Figure 1. Routing congestion map (run 1).
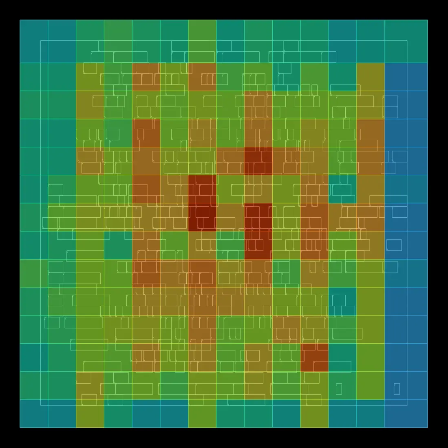
Figure 2. Pin placement (run 1).
Pins as bars across the die edge, other pins in gray.
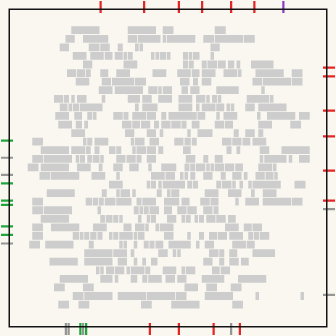
Figure 3. Where the registers sit (run 1).
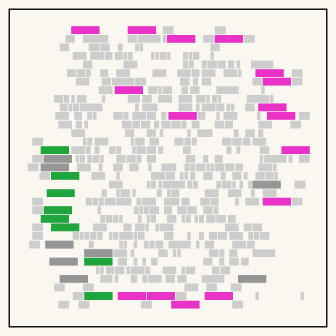
`src/rtl/mba_module.sv`:
```
// Pipelined 8x8 radix-4 modified-Booth multiplier.
//
// Ports:
//   clock  - rising-edge clock for all registers
//   rst_n  - asynchronous active-low reset; clears operand and product registers
//   a      - 8-bit multiplicand
//   b      - 8-bit multiplier, Booth-recoded
//   p      - 16-bit registered product, valid two rising edges after a/b are sampled
//
// Configuration:
//   MBA_UNSIGNED_EN - when defined, a and b are unsigned (b zero-extended to 10 bits giving
//                     5 Booth digits, a zero-extended to 9 bits). When undefined, a and b are
//                     signed two's complement and b yields 4 Booth digits.
module mba_module (
  input  logic        clock,
  input  logic        rst_n,
  input  logic [7:0]  a,
  input  logic [7:0]  b,
  output logic [15:0] p
);

`ifdef MBA_UNSIGNED_EN
  localparam int unsigned NumDigits = 5;
`else
  localparam int unsigned NumDigits = 4;
`endif
  localparam int unsigned BExtW = 2 * NumDigits;

  typedef struct packed {
    logic [3:0] s;
    logic       g;
    logic       p;
  } cla4_t;

  // 4-bit carry-lookahead block: sum plus group generate/propagate.
  function automatic cla4_t cla4(input logic [3:0] x, input logic [3:0] y, input logic ci);
    logic [3:0] g;
    logic [3:0] pr;
    logic [3:0] c;
    cla4_t      r;
    g    = x & y;
    pr   = x ^ y;
    c[0] = ci;
    c[1] = g[0] | (pr[0] & ci);
    c[2] = g[1] | (pr[1] & g[0]) | (pr[1] & pr[0] & ci);
    c[3] = g[2] | (pr[2] & g[1]) | (pr[2] & pr[1] & g[0]) | (pr[2] & pr[1] & pr[0] & ci);
    r.s  = pr ^ c;
    r.g  = g[3] | (pr[3] & g[2]) | (pr[3] & pr[2] & g[1]) | (pr[3] & pr[2] & pr[1] & g[0]);
    r.p  = &pr;
    return r;
  endfunction

  // 16-bit adder: four CLA blocks joined by a second-level lookahead unit, so no carry ripples
  // across the full width. Group g/p do not depend on carry-in, hence the two passes.
  function automatic logic [15:0] cla16(input logic [15:0] x, input logic [15:0] y);
    cla4_t       blk;
    logic [3:0]  gg;
    logic [3:0]  gp;
    logic [3:0]  gc;
    logic [15:0] s;
    for (int k = 0; k < 4; k++) begin
      blk   = cla4(x[4*k +: 4], y[4*k +: 4], 1'b0);
      gg[k] = blk.g;
      gp[k] = blk.p;
    end
    gc[0] = 1'b0;
    gc[1] = gg[0];
    gc[2] = gg[1] | (gp[1] & gg[0]);
    gc[3] = gg[2] | (gp[2] & gg[1]) | (gp[2] & gp[1] & gg[0]);
    for (int k = 0; k < 4; k++) begin
      blk          = cla4(x[4*k +: 4], y[4*k +: 4], gc[k]);
      s[4*k +: 4]  = blk.s;
    end
    return s;
  endfunction

  logic [7:0]  a_r_q, a_r_d;
  logic [7:0]  b_r_q, b_r_d;
  logic [15:0] p_q, p_d;

  logic [8:0]           a_ext;
  logic [BExtW:0]       b_ext;  // bit 0 is the implicit b[-1] = 0
  logic [2:0]           trip  [NumDigits];
  logic [9:0]           mag   [NumDigits];
  logic [9:0]           mag_x [NumDigits];
  logic [15:0]          pp    [NumDigits];
  logic [NumDigits-1:0] neg;
  logic [NumDigits-1:0] one;
  logic [NumDigits-1:0] two;
  logic [15:0]          corr;
  logic [15:0]          acc;

  always_comb begin
    a_r_d = a;
    b_r_d = b;
  end

  // Operand extension and Booth recoding.
  always_comb begin
`ifdef MBA_UNSIGNED_EN
    a_ext = {1'b0, a_r_q};
    b_ext = {2'b00, b_r_q, 1'b0};
`else
    a_ext = {a_r_q[7], a_r_q};
    b_ext = {b_r_q, 1'b0};
`endif
    corr = '0;
    for (int i = 0; i < NumDigits; i++) begin
      trip[i] = b_ext[2*i +: 3];
      neg[i]  = trip[i][2];
      one[i]  = trip[i][1] ^ trip[i][0];
      two[i]  = (trip[i] == 3'b100) || (trip[i] == 3'b011);
      if (one[i]) begin
        mag[i] = {a_ext[8], a_ext};
      end else if (two[i]) begin
        mag[i] = {a_ext, 1'b0};
      end else begin
        mag[i] = '0;
      end
      // Negative digits use one's complement here; the +1 lands in corr at the digit's weight.
      mag_x[i] = neg[i] ? ~mag[i] : mag[i];
      pp[i]    = {{6{mag_x[i][9]}}, mag_x[i]} << (2 * i);
      corr[2*i] = neg[i];
    end
  end

  // Partial product accumulation.
  always_comb begin
    acc = corr;
    for (int i = 0; i < NumDigits; i++) begin
      acc = cla16(acc, pp[i]);
    end
    p_d = acc;
  end

  always_ff @(posedge clock or negedge rst_n) begin
    if (!rst_n) begin
      a_r_q <= '0;
      b_r_q <= '0;
      p_q   <= '0;
    end else begin
      a_r_q <= a_r_d;
      b_r_q <= b_r_d;
      p_q   <= p_d;
    end
  end

  assign p = p_q;

endmodule

```
`config.mk`:
```
export PLATFORM = sky130hd
export DESIGN_NAME = mba_module
export DESIGN_NICKNAME = d
export VERILOG_FILES = /design/src/rtl/mba_module.sv
export SDC_FILE = /design/constraint.sdc
export NUM_CORES = 1
export LEC_CHECK = 0
export CAP_MARGIN = 20
export CORE_MARGIN = 5
export CORE_UTILIZATION = 40
export DETAILED_ROUTE_END_ITERATION = 8
export GPL_ROUTABILITY_DRIVEN = 0
export GPL_TIMING_DRIVEN = 0
export HOLD_SLACK_MARGIN = 0.12
export PLACE_DENSITY = 0.58
export RECOVER_POWER = 100
export SLEW_MARGIN = 20
export SYNTH_ARGS = -nofsm -noshare
export SYNTH_HDL_FRONTEND = slang
export SYNTH_SLANG_ARGS = --single-unit
```
`constraint.sdc`:
```
create_clock -name clock -period 10.98 [get_ports clock]
set_input_delay 2.745 -clock clock [delete_from_list [all_inputs] [get_ports clock]]
set_output_delay 2.745 -clock clock [all_outputs]
set_load 0.005 [all_outputs]
```
==> flow_summary.toml, run 1 <==
# flow metrics
[timing]
fin_crit_sh_pct = 66.27
setup_viol = 0
postLayoutSetupSlackWorst_ns = 3.704
hold_violations = 0

[pwr]
seq_power_mw = 0.165
combPwrFrac_pct = 67.6
power.switching_mw = 0.3456
p_per_area_nw_per_um2 = 214.9
power.group.top = "combinational cells"

[logic_synthesis]
numSynthFlops = 32
syn_inst = 359
largest_area_cell = "dfrtp_1"
fp_nets = 432
avgSynthCellArea_um2 = 9.076
yosys_most_used_dff = "dfrtp_1"
async_flop_share_pct = 100.0
ys_sh_aoi_pct = 24.31
ys_sh_xor_pct = 11.98

[worst_setup_path]
cp.required_ns = 11.20
crit_start = "a_r_q[2]"
timing.critical_path.mode_cell = "ha_1"
critPathMaxStageDelay_ns = 0.50
critPathLaunchType = "register"
critPathCaptureType = "register"

[clocking]
cts-root-buf = "clkbuf_8"
clk_pin_slew_ns = 0.09
cts_sinks = 32

[finish]
diodes = 0
largest_register_ffs = 16
nets = 473
clkCellAreaFrac_pct = 2.440
comb_area_share_pct = 58.56

[place]
place_inst = 498

[grt]
use_met3_pct = 2.432

[floorplanning]
fp_util_pct = 40.26

[job]
warning_count = 31

[detailed_routing]
vias_per_cell = 5.296
route.met2.wl_mm = 3.537
highest_layer = "met4"

[min_path]
hp-class = "reg -> reg"

[outcome]
outcome = "finished clean"
Back to the opening pictures, Figure 1:
Final Util: 46.89%
drt wl/cell: 15.17 µm
busiest metal layer after global routing: met2
Overall Global Routing Usage: 16.36%

Back to the opening pictures, Figure 2:
- `a`: green (pins 8; direction input; edge 6 west, 2 south)
- `clock`: purple (pins 1; direction input; edge north)
- `p`: red (pins 16; direction output; edge 6 north, 6 east, 4 south)

Back to the opening pictures, Figure 3:
- `p`: magenta (flops 16)
- `a_r_q`: green (flops 8)

Figure 4. Wiring by layer (run 1).
Only two layers are drawn.
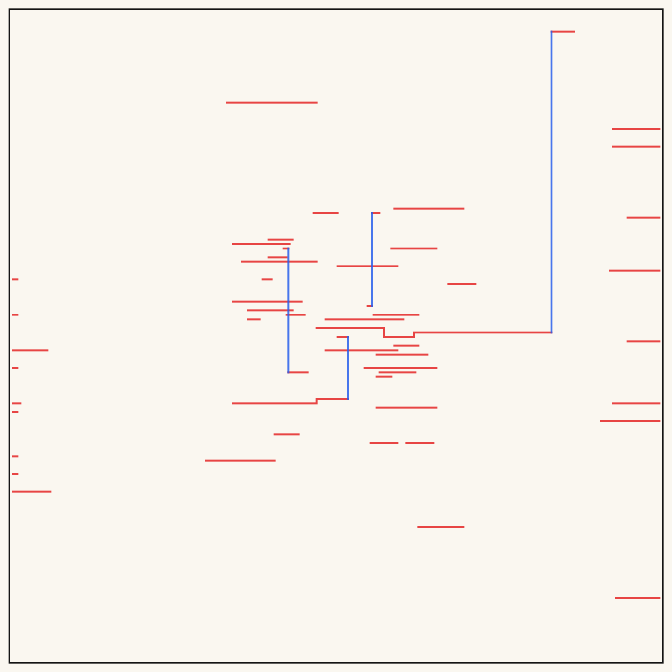

## Run 2: what changed since run 1
--- a/config.mk
+++ b/config.mk
@@ -12,7 +12,7 @@
 export GPL_ROUTABILITY_DRIVEN = 0
 export GPL_TIMING_DRIVEN = 0
 export HOLD_SLACK_MARGIN = 0.12
-export PLACE_DENSITY = 0.58
+export PLACE_DENSITY = 0.6
 export RECOVER_POWER = 100
 export SLEW_MARGIN = 20
 export SYNTH_ARGS = -nofsm -noshare
==> constraint.sdc (replaced) <==
create_clock -name clock -period 6.3 [get_ports clock]
set_input_delay 1.575 -clock clock [delete_from_list [all_inputs] [get_ports clock]]
set_output_delay 1.575 -clock clock [all_outputs]
set_load 0.005 [all_outputs]
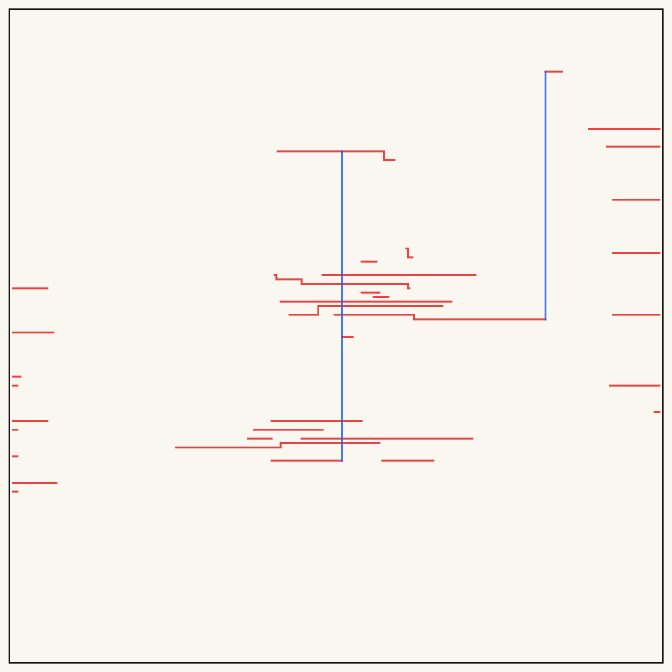
Figure 5: run 2, wiring by layer.
Only two layers are drawn.
- met3: red (wire length 344 µm)
- met4: blue (wire length 85.7 µm)
drt wl/cell: 14.66 µm
DRT Wirelength: 7.742 mm

==> run 2 against run 1 <==
Synthesized cell count is the same. Global-route usage shrank 0.48 points. Critical path type unchanged. Critical endpoint unchanged. Largest power group unchanged. Worst setup slack lost 3.5 ns. Count of clock-buffer cells in the layout is the same.
==> flow_summary.toml, run 2 <==
# flow metrics
[timing]
setup_viol = 0
hold_violations = 0
postLayoutSetupSlackWorst_ns = 0.1780
fin_crit_sh_pct = 97.17

[worst_setup_path]
critPathCaptureType = "register"
critPathMaxStageDelay_ns = 0.63
critPathLaunchType = "register"
cp.required_ns = 6.52

[finish]
diodes = 0
nets = 495
clkCellAreaFrac_pct = 2.186
largest_register_ffs = 16
fin_util_pct = 52.33
clock_buffers = 5

[clocking]
cts-root-buf = "clkbuf_8"
cts_sinks = 32
clk_pin_slew_ns = 0.08

[pwr]
p_per_area_nw_per_um2 = 374.9
seq_power_mw = 0.287
combPwrFrac_pct = 71.0
power.switching_mw = 0.6573

[grt]
use_met3_pct = 2.571
busiest_layer = "met2"
grt_usage_pct = 15.88
gr-total-overflow = 0

[floorplanning]
fp_util_pct = 40.26

[logic_synthesis]
ys_sh_xor_pct = 11.98
async_flop_share_pct = 100.0
yosys_most_used_dff = "dfrtp_1"
avgSynthCellArea_um2 = 9.076
ys_sh_aoi_pct = 24.31
largest_area_cell = "dfrtp_1"
syn_inst = 359
fp_nets = 432

[detailed_routing]
drtPass1Iterations = 4
route.met2.wl_mm = 3.715
vias_per_cell = 5.297

[place]
place_inst = 498

[outcome]
outcome = "finished clean"

[min_path]
hp-class = "reg -> reg"
Power is estimated from default activity; no workload was simulated.
